`src/rtl/pc_fetch_sequencer_if.sv`:
```
// Bus bundle between the fetch sequencer and whoever controls it: run/stall/step
// controls and the datapath's PC+4 in, instruction address, commit and status out.
interface pc_fetch_sequencer_if #(
   parameter int CNT_W = 16
) ();
   logic             start;
   logic             stall;
   logic             step_mode;
   logic             step;
   logic [31:0]      next_addr;
   logic [31:0]      pc_addr;
   logic             commit;
   logic             busy;
   logic             done;
   logic             err;
   logic [CNT_W-1:0] instr_count;

   modport master (
      output start, stall, step_mode, step, next_addr,
      input  pc_addr, commit, busy, done, err, instr_count
   );

   modport slave (
      input  start, stall, step_mode, step, next_addr,
      output pc_addr, commit, busy, done, err, instr_count
   );
endinterface

```
`src/rtl/pc_fetch_sequencer.sv`:
```
// Program counter and fetch sequencer for the single-cycle datapath: run/idle
// control, stall and single-step, end-of-program detection, misalignment trap.
module pc_fetch_sequencer #(
   parameter logic [31:0] RESET_PC = 32'h0000_0000,
   parameter logic [31:0] END_PC   = 32'h0000_007C,
   parameter int          CNT_W    = 16
) (
   input  logic                 clk,
   input  logic                 rst_n,
   pc_fetch_sequencer_if.slave  bus
);

   typedef enum logic [1:0] {
      ST_IDLE = 2'b00,
      ST_RUN  = 2'b01,
      ST_DONE = 2'b10,
      ST_ERR  = 2'b11
   } state_e;

   localparam logic [CNT_W-1:0] CNT_MAX = {CNT_W{1'b1}};
   localparam logic [CNT_W-1:0] CNT_ONE = {{(CNT_W-1){1'b0}}, 1'b1};

   state_e           state_q, state_d;
   logic [31:0]      pc_q, pc_d;
   logic [CNT_W-1:0] cnt_q, cnt_d;
   logic             busy_q, busy_d;
   logic             done_q, done_d;
   logic             err_q, err_d;
   logic             advance_s;

   // Retire condition; stall wins over a coincident step, which is then lost.
   assign advance_s = (state_q == ST_RUN) & ~bus.stall & (~bus.step_mode | bus.step);

   // Next-state, next-PC and retired-count logic.
   always_comb begin
      state_d = state_q;
      pc_d    = pc_q;
      cnt_d   = cnt_q;
      case (state_q)
         ST_IDLE, ST_DONE, ST_ERR: begin
            if (bus.start) begin
               state_d = ST_RUN;
               pc_d    = RESET_PC;
               cnt_d   = {CNT_W{1'b0}};
            end else begin
               state_d = state_q;
            end
         end
         ST_RUN: begin
            if (advance_s) begin
               if (cnt_q != CNT_MAX) begin
                  cnt_d = cnt_q + CNT_ONE;
               end else begin
                  cnt_d = cnt_q;
               end
               // The faulting PC+4 is never loaded, so pc_addr still names the bad instruction.
               if (pc_q == END_PC) begin
                  state_d = ST_DONE;
               end else if (bus.next_addr[1:0] != 2'b00) begin
                  state_d = ST_ERR;
               end else begin
                  pc_d = bus.next_addr;
               end
            end else begin
               state_d = ST_RUN;
            end
         end
         default: begin
            state_d = ST_IDLE;
            pc_d    = RESET_PC;
            cnt_d   = {CNT_W{1'b0}};
         end
      endcase
      busy_d = (state_d == ST_RUN);
      done_d = (state_d == ST_DONE);
      err_d  = (state_d == ST_ERR);
   end

   // State, PC, counter and status flags; reset aborts a run without waiting for a clock.
   always_ff @(posedge clk or negedge rst_n) begin
      if (!rst_n) begin
         state_q <= ST_IDLE;
         pc_q    <= RESET_PC;
         cnt_q   <= {CNT_W{1'b0}};
         busy_q  <= 1'b0;
         done_q  <= 1'b0;
         err_q   <= 1'b0;
      end else begin
         state_q <= state_d;
         pc_q    <= pc_d;
         cnt_q   <= cnt_d;
         busy_q  <= busy_d;
         done_q  <= done_d;
         err_q   <= err_d;
      end
   end

   assign bus.pc_addr     = pc_q;
   assign bus.commit      = advance_s;
   assign bus.busy        = busy_q;
   assign bus.done        = done_q;
   assign bus.err         = err_q;
   assign bus.instr_count = cnt_q;

endmodule

```
`src/flat_wrapper.sv`:
```
// flat-port wrapper written by rule: the top's interface ports become plain ports
module pc_fetch_sequencer_flat 
#(
   parameter logic [31:0] RESET_PC = 32'h0000_0000,
   parameter logic [31:0] END_PC   = 32'h0000_007C,
   parameter int          CNT_W    = 16
)
  (clk, rst_n, bus_start, bus_stall, bus_step_mode, bus_step, bus_next_addr, bus_pc_addr, bus_commit, bus_busy, bus_done, bus_err, bus_instr_count);
  pc_fetch_sequencer_if #(.CNT_W(CNT_W)) bus_i ();
  input  logic clk;
  input  logic rst_n;
  input wire logic [$bits(bus_i.start)-1:0] bus_start;
  input wire logic [$bits(bus_i.stall)-1:0] bus_stall;
  input wire logic [$bits(bus_i.step_mode)-1:0] bus_step_mode;
  input wire logic [$bits(bus_i.step)-1:0] bus_step;
  input wire logic [$bits(bus_i.next_addr)-1:0] bus_next_addr;
  output wire logic [$bits(bus_i.pc_addr)-1:0] bus_pc_addr;
  output wire logic [$bits(bus_i.commit)-1:0] bus_commit;
  output wire logic [$bits(bus_i.busy)-1:0] bus_busy;
  output wire logic [$bits(bus_i.done)-1:0] bus_done;
  output wire logic [$bits(bus_i.err)-1:0] bus_err;
  output wire logic [$bits(bus_i.instr_count)-1:0] bus_instr_count;
  assign bus_i.start = bus_start;
  assign bus_i.stall = bus_stall;
  assign bus_i.step_mode = bus_step_mode;
  assign bus_i.step = bus_step;
  assign bus_i.next_addr = bus_next_addr;
  assign bus_pc_addr = bus_i.pc_addr;
  assign bus_commit = bus_i.commit;
  assign bus_busy = bus_i.busy;
  assign bus_done = bus_i.done;
  assign bus_err = bus_i.err;
  assign bus_instr_count = bus_i.instr_count;
  pc_fetch_sequencer #(.RESET_PC(RESET_PC), .END_PC(END_PC), .CNT_W(CNT_W)) u_core (.clk(clk), .rst_n(rst_n), .bus(bus_i));
endmodule
```
`config.mk`:
```
export PLATFORM = sky130hd
export DESIGN_NAME = pc_fetch_sequencer_flat
export DESIGN_NICKNAME = d
export VERILOG_FILES = /design/src/rtl/pc_fetch_sequencer_if.sv /design/src/rtl/pc_fetch_sequencer.sv /design/src/flat_wrapper.sv
export SDC_FILE = /design/constraint.sdc
export NUM_CORES = 1
export LEC_CHECK = 0
export ABC_AREA = 1
export CAP_MARGIN = 0
export CORE_ASPECT_RATIO = 1.4
export CORE_MARGIN = 1
export CORE_UTILIZATION = 47
export DETAILED_ROUTE_END_ITERATION = 8
export PLACE_DENSITY = 0.8
export SETUP_SLACK_MARGIN = 0.1
export SYNTH_ARGS = -nofsm -noshare
export SYNTH_HDL_FRONTEND = slang
export SYNTH_SLANG_ARGS = --single-unit
export TNS_END_PERCENT = 50
```
`constraint.sdc`:
```
create_clock -name clk -period 2.1 [get_ports clk]
set_clock_uncertainty 0.2 [all_clocks]
set_input_delay 0.63 -clock clk [delete_from_list [all_inputs] [get_ports clk]]
set_output_delay 0.63 -clock clk [all_outputs]
set_load 0.005 [all_outputs]
```
run_1/cell_classes.png
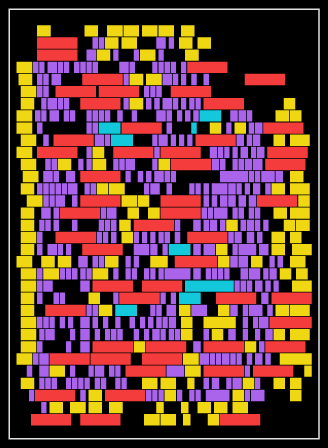
Key: clock drivers and dummy loads = cyan [cells 8]; flops = red [cells 53]; all other logic = purple [cells 354]; other buffers and delay cells = yellow [cells 130]

run_1/port_nets.png
The bar under the picture is 20 um long.
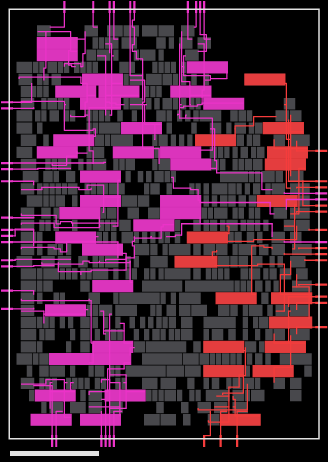
Key: bus_pc_addr = magenta [direction output, edge 13 left, 10 top, 6 bottom, 3 right, end cells 32, buffers 32, wire 1,100 um]; bus_instr_count = red [direction output, edge 13 right, 3 bottom, end cells 16, buffers 17, wire 397 um]
port bufs: 89
io pins: 90

==> results.tsv, run 1 <==
stage	metric	value	unit
synth	number of enable flip-flop cells	0	
finish	filler-free cell count of the finished design	615	
finish	Filler cells	533	
critical_path	CP max stage cell	clkdlybuf4s50_1	
finish	inverters	81	
synth	Syn Inst Count	425	
critical_path	end of the critical path	bus_instr_count[6]	
critical_path	crit end category	output port	
synth	Mapped Area	2950	sq um
critical_path	CP cell instances	clkdlybuf4s50_1	
finish	number of non-clock buffers	130	
timing	Final Slew Violations	0	
run_status	status	complete, no violations	
global_route	largest net degree at the start of global routing	54	
placement	GPL Wtd Cong	0.862	
critical_path	flop2flop setup slack	0.18	ns
detailed_routing	Vias/cell	4.99	
synth	Yosys top cell by area	dfrtp_1	
timing	RSZ-0062 raised after global routing	yes	
detailed_routing	final WL	7810	um
timing	final hold vios	0	
synth	count leader, synth	nand2_1	
global_route	initial antenna violation count	0	
synth	Seq cells post-synth	53	
timing	slew margin rel.	78.9	%
synth	Most used DFF post-synth	dfrtp_1	
critical_path	R2R Path Start	u_core.bus.instr_count[0]$_DFFE_PN0P_	
run_1/pdn.png
The bar under the picture is 20 um long. Pins as bars on the die edge.
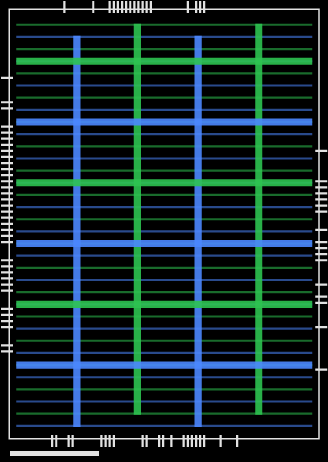
Key: VSS = blue; VDD = green
34 met1 rails follow the rows. 90 signal pins sit on the boundary. The core has 33 rows. 4 straps on met4. 6 straps on met5.
peak supply drop: 0.000444 V
core area: 5950 sq um
Die Y-Extent: 95.8 um
Die X: 69.0 um

==> run 1: sequential cells by signal, summed over array words and instances (netlist names) <==
signal	count
u_core.bus.busy	1
u_core.bus.done	1
u_core.bus.err	1
u_core.bus.instr_count	16
u_core.bus.pc_addr	32
u_core.state_q	2
==> run 1: where the power goes <==
group	internal, uW	switching [uW]
Combinational	675	652
Clock	389	325
Sequential	1260	185
Total	2330	1160
==> run 1: cell usage in the layout (no fill, tap or decap) <==
cell,Yosys,layout
inv_1,78,78
buf_12,0,2
bufinv_16,0,1
xor2_1,4,4
ha_2,0,1
nand3b_1,1,1
inv_2,3,3
nor3_1,6,5
clkdlybuf4s50_1,0,38
nor2_2,1,2
nand2_1,127,127
nor2_4,0,1
o21bai_1,1,1
or2_2,1,1
o21ai_1,6,6
buf_2,7,2
buf_4,1,38
dfrtp_1,53,51
clkbuf_2,0,3
dlygate4sd2_1,0,39
nor3_2,0,1
clkbuf_1,9,1
o21ai_0,8,8
clkbuf_8,0,6
a21oi_1,9,9
nand3_4,0,1
nand2_4,0,1
dfrtp_2,0,2
o21ai_4,1,1
nand3_2,2,2
buf_6,1,1
nor2_1,56,54
and2_1,1,1
nand2_2,2,1
dlymetal6s2s_1,0,7
nand3_1,12,11
nand4_1,34,34
==> run 1: per-stage QoR <==
step / area (sq um) / hold slack, ns / util, % / worst slack [ns]
floorplan: 2950 / 0.134 / - / 0.316
global placement: 3980 / 0.276 / 67.0 / -0.556
detailed placement: 3980 / 0.284 / 67.0 / -0.557
CTS: 4200 / 0.114 / 70.6 / 0.0551
global route: 4280 / 0.121 / 71.9 / 0.0585
finish: 4280 / 0.103 / 71.9 / 0.107
==> run 1: repair_timing <==
action                                  in CTS  in global routing
endpoints found under the setup margin      53                 41
endpoints found under the hold margin        0                  0
setup buffers                               20                  5
hold buffers                                 0                  0
gates resized                               50                 20
pin swaps                                    3                  4
==> run 1: worst min-delay path by stage <==
| stage | start | endpoint | slack (ns) | cells past startpoint |
|---|---|---|---|---|
| after floorplan | rst_n | u_core.bus.busy$_DFF_PN0_ | 0.13 | 0 |
| after global placement | u_core.bus.pc_addr[0]$_DFFE_PN0P_ | u_core.bus.pc_addr[0]$_DFFE_PN0P_ | 0.28 | 2 |
| after detailed placement | u_core.bus.pc_addr[20]$_DFFE_PN0P_ | u_core.bus.pc_addr[20]$_DFFE_PN0P_ | 0.28 | 2 |
| after CTS | rst_n | u_core.bus.done$_DFF_PN0_ | 0.11 | 2 |
| after global routing | rst_n | u_core.bus.instr_count[3]$_DFFE_PN0P_ | 0.12 | 2 |
| final | rst_n | u_core.bus.instr_count[6]$_DFFE_PN0P_ | 0.10 | 2 |
==> run 1: per-layer routing <==
metal / vias up / GRT usage [%] / share of wire [%]
li1: 1545 / - / -
met1: 1431 / 28.8 / 38
met4: 0 / 9.01 / 1.5
met3: 9 / 5.81 / 5.1
met2: 83 / 47.5 / 55
met5: - / 0 / 0
==> run 1: logic make-up (layout without fill, tap and decap cells) <==
logic type,count (synthesis),after routing,synth area share (%)
flops,53,53,44.9
compound gates,25,25,4.70
simple gates,243,243,35.5
xor+xnor,4,4,1.19
buf+inv,99,219,13.3
fa+ha+maj,1,1,0.424
## Run 2: what changed since run 1
Settings changed: ABC_AREA 1 to unset, CORE_UTILIZATION 47 to 44, PLACE_DENSITY 0.8 to 0.79.
==> run 2 against run 1 <==
  * Global-route usage grew 1.4 points
  * Die area fell by 10%
  * Fmax down 3.1%
  * Combinational power decreased by 37%
  * Routed wire length is 1.9% higher
  * Non-clock buffer count is 12 higher
  * Critical endpoint is now bus_commit
==> results.tsv, run 2 <==
stage	metric	value	unit
synth	yosys adder share	0.506	%
floorplan	Die Y-Extent	90.7	um
power	leakage	0.00199	uW
finish	Final Instance Area	4060	sq um
placement	GPL Wtd Cong	0.933	
timing	final hold vios	0	
detailed_routing	final WL	7960	um
placement	port bufs	89	
finish	Top cell excl fill/tap	dfrtp_1	
synth	synthesized net count	254	
critical_path	R2R Path Start	u_core.bus.pc_addr[0]$_DFFE_PN0P_	
synth	Syn Inst Count	215	
synth	Yosys top cell by area	dfrtp_1	
floorplan	core area	5280	sq um
synth	Mux cell area share	0	%
timing	Final Slew Violations	0	
detailed_routing	Vias/cell	6.26	
finish	max reg flops	32	
critical_path	CP cell instances	buf_6, nor3b_4, nand2_2, inv_2, buf_6	
floorplan	io pins	90	
synth	Most used DFF post-synth	dfrtp_1	
synth	Seq cells post-synth	53	
timing	RSZ-0062 raised after global routing	yes	
timing	# setup viols final	0	
critical_path	flop2flop setup slack	0.06	ns
critical_path	CP max stage cell	nor3b_4	
synth	post-synthesis simple-gate area fraction	16.0	%
synth	count leader, synth	dfrtp_1	
critical_path	crit end category	output port	
synth	dominant kind of combinational cell	AND-OR/OR-AND gates	
synth	yosys xor share	0	%
critical_path	Crit Path Max Fanout	2	
finish	most common logic cells in the final layout	50 x dfrtp_1, 47 x dlygate4sd2_1, 39 x buf_4	
floorplan	Die X	65.4	um
synth	yosys aoi share	25.8	%
timing	slew margin rel.	71.9	%
global_route	largest net degree at the start of global routing	33	
synth	Max-area cell share	53.6	%
placement	Cell Area, Placed	3670	sq um
timing	Setup TNS	0	ns
placement	pre-CTS WS	-0.719	ns
critical_path	Max stage delay on crit path	0.22	ns
detailed_routing	Initial DRT Pass Iterations	4	
synth	number of enable flip-flop cells	0	
synth	Mapped Area	2470	sq um
finish	Filler cells	358	
power	peak supply drop	0.000454	V
run_status	status	complete, no violations	
==> run 2: kinds of logic (layout without fill, tap and decap cells) <==
group                      Yosys count  count (layout)
AOI/OAI and AO/OA                   78              78
DFF                                 53              53
adders and majority gates            1               1
and+or+nand+nor                     62              62
buffers and inverters               21             156
==> run 2: worst max path at each step <==
stage               slack [ns]                             startpoint                                      to  cells after the start
finish                    0.04                              bus_stall                              bus_commit                      5
global route             -0.01            u_core.state_q[1]$_DFF_PN0_                              bus_commit                      4
CTS                       0.01     u_core.bus.pc_addr[29]$_DFFE_PN0P_      u_core.bus.pc_addr[25]$_DFFE_PN0P_                      7
detailed placement       -0.72                              bus_stall                              bus_commit                      5
global placement         -0.70                              bus_stall                              bus_commit                      5
floorplan                 0.08  u_core.bus.instr_count[0]$_DFFE_PN0P_  u_core.bus.instr_count[10]$_DFFE_PN0P_                      6
==> run 2: layer usage <==
layer,track usage (%),share of wire [%],vias up
li1,-,-,1142
met1,32.1,36,1263
met2,46.0,52,175
met3,6.06,8.4,24
met4,13.8,3.2,0
met5,0,0,-
==> run 2: final cells by class <==
cell class	count	area (sq um)	share of cell area, %
timing repair buffer	142	1390	34.2
sequential	53	1330	32.8
multi-input combinational	141	1150	28.3
tap	66	82.6	2.04
clock buffer	5	68.8	1.70
inverter	6	22.5	0.555
clock inverter	3	17.5	0.432
==> run 2: per-stage QoR <==
| stage | utilization [%] | hold slack, ns | cells |
|---|---|---|---|
| floorplan | - | 0.134 | 215 |
| global route | 76.9 | 0.0627 | 416 |
| finish | 76.9 | 0.0498 | 416 |
| global placement | 69.6 | 0.326 | 389 |
| detailed placement | 69.6 | 0.336 | 389 |
| CTS | 75.2 | 0.0568 | 414 |
==> run 2: timing repair <==
item	CTS	global route
endpoints found under the setup margin	95	49
pin swaps	12	22
resized	83	16
buffers inserted	18	1
gates cloned	3	1
hold buffers	0	0
==> run 2: report_power, final <==
part / internal [uW] / switching [uW]
clock: 231 / 333
combinational: 487 / 354
sequential: 1140 / 104
total: 1860 / 791
run_2/final_congestion.png
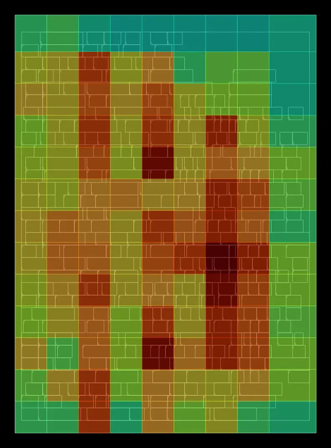
Routed WL per cell: 19.1 um
M3 GR Usage: 6.06%

run_2/port_nets.png
The bar under the picture is 20 um long.
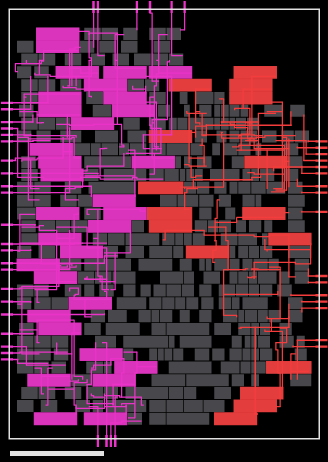
Key: bus_instr_count = red [direction output, edge right, end cells 16, buffers 20, wire 712 um]; bus_pc_addr = magenta [direction output, edge 22 left, 6 top, 4 bottom, end cells 32, buffers 32, wire 1,290 um]

Power and IR drop assume default switching activity.
